### Metal 1

Bar = 50 um.
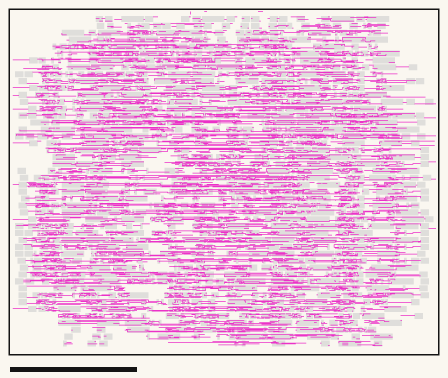
### Signal wires on met2

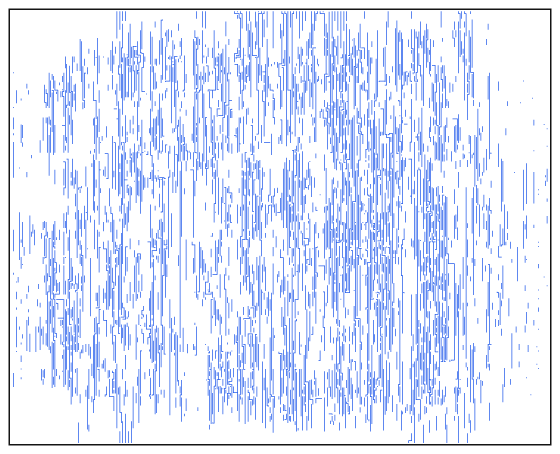
## config.mk

```make
export PLATFORM = sky130hd
export DESIGN_NAME = seq_divider
export DESIGN_NICKNAME = d
export VERILOG_FILES = /design/src/rtl/seq_divider.sv
export SDC_FILE = /design/constraint.sdc
export NUM_CORES = 1
export LEC_CHECK = 0
export CAP_MARGIN = 20
export CORE_ASPECT_RATIO = 0.8
export CORE_MARGIN = 1.5
export CORE_UTILIZATION = 52
export DETAILED_ROUTE_END_ITERATION = 8
export GPL_TIMING_DRIVEN = 0
export PLACE_DENSITY = 0.78
export RECOVER_POWER = 100
export SYNTH_ARGS = -nofsm -noshare
export SYNTH_HDL_FRONTEND = slang
export SYNTH_SLANG_ARGS = --single-unit
```

## constraint.sdc

```tcl
create_clock -name clk -period 3.1 [get_ports clk]
set_input_delay 0.31 -clock clk [delete_from_list [all_inputs] [get_ports clk]]
set_output_delay 0.31 -clock clk [all_outputs]
set_load 0.01 [all_outputs]
```

## src/rtl/seq_divider.sv

```systemverilog
// 32-bit signed sequential divider: one restoring step per cycle, 32 ITER cycles
// followed by a sign-fixup cycle, result held in DONE until the next start.
module seq_divider (
    input  logic        clk,
    input  logic        in_reset,
    input  logic        in_div_reset,
    input  logic [31:0] in_dividend,
    input  logic [31:0] in_divisor,
    output logic [31:0] out_quotient,
    output logic [31:0] out_remainder,
    output logic        out_busy,
    output logic        out_done,
    output logic        out_div_by_zero
);

    typedef enum logic [1:0] {
        IDLE = 2'd0,
        ITER = 2'd1,
        FIX  = 2'd2,
        DONE = 2'd3
    } state_t;

    state_t      state_reg, state_next;

    logic [31:0] rem_reg;
    logic [31:0] quo_reg;
    logic [31:0] divisor_reg;
    logic [5:0]  cnt_reg;
    logic        neg_q_reg;
    logic        neg_r_reg;
    logic [31:0] quotient_reg;
    logic [31:0] remainder_reg;
    logic        dbz_reg;

    logic [31:0] dividend_abs;
    logic [31:0] divisor_abs;
    logic [32:0] shifted_rem;
    logic [32:0] trial_diff;

    assign dividend_abs = in_dividend[31] ? (32'd0 - in_dividend) : in_dividend;
    assign divisor_abs  = in_divisor[31]  ? (32'd0 - in_divisor)  : in_divisor;

    // The partial remainder is always below the divisor magnitude, so only the
    // shifted trial value needs the 33rd bit.
    assign shifted_rem = {rem_reg, quo_reg[31]};
    assign trial_diff  = shifted_rem - {1'b0, divisor_reg};

    always_ff @(posedge clk or negedge in_reset) begin
        if (!in_reset) begin
            state_reg <= IDLE;
        end else begin
            state_reg <= state_next;
        end
    end

    always_comb begin
        state_next = state_reg;
        case (state_reg)
            IDLE: state_next = IDLE;
            ITER: if (cnt_reg == 6'd31) state_next = FIX;
            FIX:  state_next = DONE;
            DONE: state_next = DONE;
            default: state_next = IDLE;
        endcase
        if (in_div_reset) begin
            state_next = ITER;
        end
    end

    always_ff @(posedge clk or negedge in_reset) begin
        if (!in_reset) begin
            rem_reg       <= 32'd0;
            quo_reg       <= 32'd0;
            divisor_reg   <= 32'd0;
            cnt_reg       <= 6'd0;
            neg_q_reg     <= 1'b0;
            neg_r_reg     <= 1'b0;
            quotient_reg  <= 32'd0;
            remainder_reg <= 32'd0;
            dbz_reg       <= 1'b0;
        end else if (in_div_reset) begin
            rem_reg     <= 32'd0;
            quo_reg     <= dividend_abs;
            divisor_reg <= divisor_abs;
            cnt_reg     <= 6'd0;
            neg_q_reg   <= in_dividend[31] ^ in_divisor[31];
            neg_r_reg   <= in_dividend[31];
            dbz_reg     <= 1'b0;
        end else begin
            case (state_reg)
                ITER: begin
                    cnt_reg <= cnt_reg + 6'd1;
                    if (!trial_diff[32]) begin
                        rem_reg <= trial_diff[31:0];
                        quo_reg <= {quo_reg[30:0], 1'b1};
                    end else begin
                        rem_reg <= shifted_rem[31:0];
                        quo_reg <= {quo_reg[30:0], 1'b0};
                    end
                end
                FIX: begin
                    // A zero divisor leaves |dividend| in the remainder, so re-signing
                    // it restores the original dividend; the quotient is forced.
                    if (divisor_reg == 32'd0) begin
                        quotient_reg <= 32'hFFFF_FFFF;
                    end else begin
                        quotient_reg <= neg_q_reg ? (32'd0 - quo_reg) : quo_reg;
                    end
                    remainder_reg <= neg_r_reg ? (32'd0 - rem_reg) : rem_reg;
                    dbz_reg       <= (divisor_reg == 32'd0);
                end
                default: ;
            endcase
        end
    end

    assign out_quotient    = quotient_reg;
    assign out_remainder   = remainder_reg;
    assign out_busy        = (state_reg == ITER) || (state_reg == FIX);
    assign out_done        = (state_reg == DONE);
    assign out_div_by_zero = dbz_reg;

endmodule

```

==> results.py <==
# Synthesis and PnR figures
metrics = {
    "synth": {
        "async_reset_ff_share_pct": 100.0,
        "syn_area_um2": 11400,
        "synth-edff-count": 0,
        "ys.flops": 171,
        "ys_cells": 1339,
        "syn_avg_cell_area_um2": 8.515,
        "fp_nets": 1448,
    },
    "final_timing": {
        "max_freq_mhz": 319.8,
        "setup_viol": 5,
        "finalClockPeriodUsage_pct": 100.9,
        "drv_slew": 87,
        "fin_ws_ps": -26.59,
    },
    "cells_and_area": {
        "nets": 1615,
        "n_fill_cell": 1802,
        "area_growth_pct": 25.28,
        "clockBufferCount": 21,
        "layout.area.comb_um2": 7076,
        "bufAreaShareNonClock_pct": 12.85,
        "antenna_cells": 0,
        "clkCellAreaFrac_pct": 3.854,
    },
    "min_path": {
        "worstHoldPathCells": 4,
        "hold_path.class": "in -> reg",
    },
    "setup_path": {
        "reg2reg_from": "divisor_reg[0]",
        "cp-start-kind": "register",
        "crit_arrival_ps": 3460,
        "cp_max_fo": 9,
        "regToRegSetupSlack_ps": -30,
        "worstReg2RegEnd": "rem_reg[22]",
        "critical_path_class": "reg -> reg",
    },
    "global_routing": {
        "grt_usage_pct": 29.14,
        "grt_antenna_before_repair": 0,
        "grt_first_pass_wirelength_mm": 52.52,
    },
    "clock_network": {
        "htreeDepth": 4,
        "cts_buffer_depth": 2,
        "clock_sinks": 171,
    },
    "route": {
        "wl_per_cell_um": 18.53,
        "drt_iter0_drc": 998,
        "drc": 0,
        "avgViaCountPerCell": 5.964,
    },
    "power": {
        "ir_drop_v": 0.0005449,
        "switching_share_pct": 43.16,
        "power_frac_clock_pct": 16.4,
    },
    "die": {
        "fp_util_pct": 52.88,
        "n_tap_cell": 275,
        "core_um2": 21560,
        "chip_area_um2": 22830,
    },
    "job": {
        "cap_violations": 1,
    },
    "run_status": {
        "status": "finished with violations",
        "violations": "max-capacitance violations, max-slew violations, negative setup slack",
    },
    "place": {
        "place_hpwl_mm": 24.48,
    },
}
-- 'Metal 1' (at the start) --
longest straight run = 55.7 um
wire length on this layer = 16000 um
via count: 10690
met1 Use GR: 45.38%
drt total wl: 33.20 mm

-- 'Signal wires on met2' (at the start) --
longest straight run = 54.1 um
nets with wire on the layer = 1318
wire length on this layer = 13900 um
GR Util met2: 41.49%

critical path: stages, from the launching register on:
cell and delay, ps:
dfrtp_2 460, ha_4 180, fa_2 350, nand2b_4 170, a21oi_4 160, o21ai_2 90, a22oi_2 230, o21ai_4 130
o31ai_4 200, buf_6 170, xor2_4 160, buf_12 160, clkbuf_4 200, nand2_1 90, a311oi_2 270
kinds of logic after synthesis:
family	synth area share, %
compound gates	19.81
simple gates	16.91
xor+xnor	11.68
fa+ha+maj	4.675
flops	37.53
buf+inv	4.269
mux	5.136
how the worst max path moves through the flow:
stage | start | endpoint | slack (ps) | cells past startpoint
after floorplan | quo_reg[9] | out_quotient[29] | -3 | 10
after global placement | in_reset | out_quotient[22] | -5190 | 1
after detailed placement | quo_reg[31] | rem_reg[19] | -660 | 13
after CTS | quo_reg[7] | out_quotient[29] | -180 | 9
after global routing | divisor_reg[0] | rem_reg[22] | -140 | 14
final | divisor_reg[0] | rem_reg[22] | -30 | 14
synthesized netlist by cell type (6+ instances only):
cell type,n,area (um^2)
a211oi_1,20,150.1
o21ai_0,120,600.6
or3_1,24,150.1
nor2_1,122,457.9
nand3_1,16,80.08
nand4_1,10,62.56
inv_1,51,191.4
nor4_1,19,118.9
or4_1,13,97.59
o21ai_1,15,75.07
ha_1,41,513.0
nand2_1,170,638.1
nand2b_1,14,87.58
nor3_1,16,80.08
clkbuf_1,66,247.7
o31ai_1,32,240.2
a21o_1,12,90.09
a311oi_1,11,96.34
buf_1,8,30.03
o41ai_1,16,140.1
a21oi_1,90,450.4
nor2b_1,6,37.54
xor2_1,76,665.6
xnor2_1,76,665.6
dfrtp_1,171,4279
o211ai_1,6,45.04
mux2i_1,54,540.5
timing repair:
item / in CTS / in global routing
hold buffers: 1 / 0
setup buffers: 14 / 3
setup endpoints to repair: 40 / 44
pin swaps: 15 / 14
hold endpoints to repair: 85 / 0
gates resized: 42 / 64
gates cloned: 2 / 1
power by group through the flow:
| stage | Clock [W] | Combinational, W | Sequential, W |
|---|---|---|---|
| 2_1_floorplan | 0 | 0.00387 | 0.00375 |
| 3_3_place_gp | 0 | 0.00589 | 0.00377 |
| 3_5_place_dp | 0 | 0.00604 | 0.00380 |
| 6_report | 0.00207 | 0.00677 | 0.00379 |
| 4_1_cts | 0.00208 | 0.00645 | 0.00376 |
| 5_1_grt | 0.00218 | 0.00738 | 0.00388 |
through the flow:
step                      setup TNS, ps  util, %  setup WS (ps)  total power, W  cells
after floorplan                  -2.695        -         -2.695        0.007621   1339
final                            -65.92    66.25         -26.59         0.01264   1792
after CTS                        -429.1    64.94         -177.0         0.01228   1791
after global placement          -905620    60.75          -5192        0.009663   1746
after global routing              -5547    66.25         -144.1         0.01344   1792
after detailed placement         -21090    60.90         -664.7        0.009836   1747
layer usage:
metal  GRT usage (%)  share of wire, %  vias up  routed length (um)
met5               0                 0        -                   0
met4           7.044               1.6        0                 524
met3           5.229               8.5       44                2836
met2           41.49                42      460               13890
met1           45.38                48     5099               15950
li1                -                 -     5085                   -
Power is estimated from default activity; no workload was simulated.
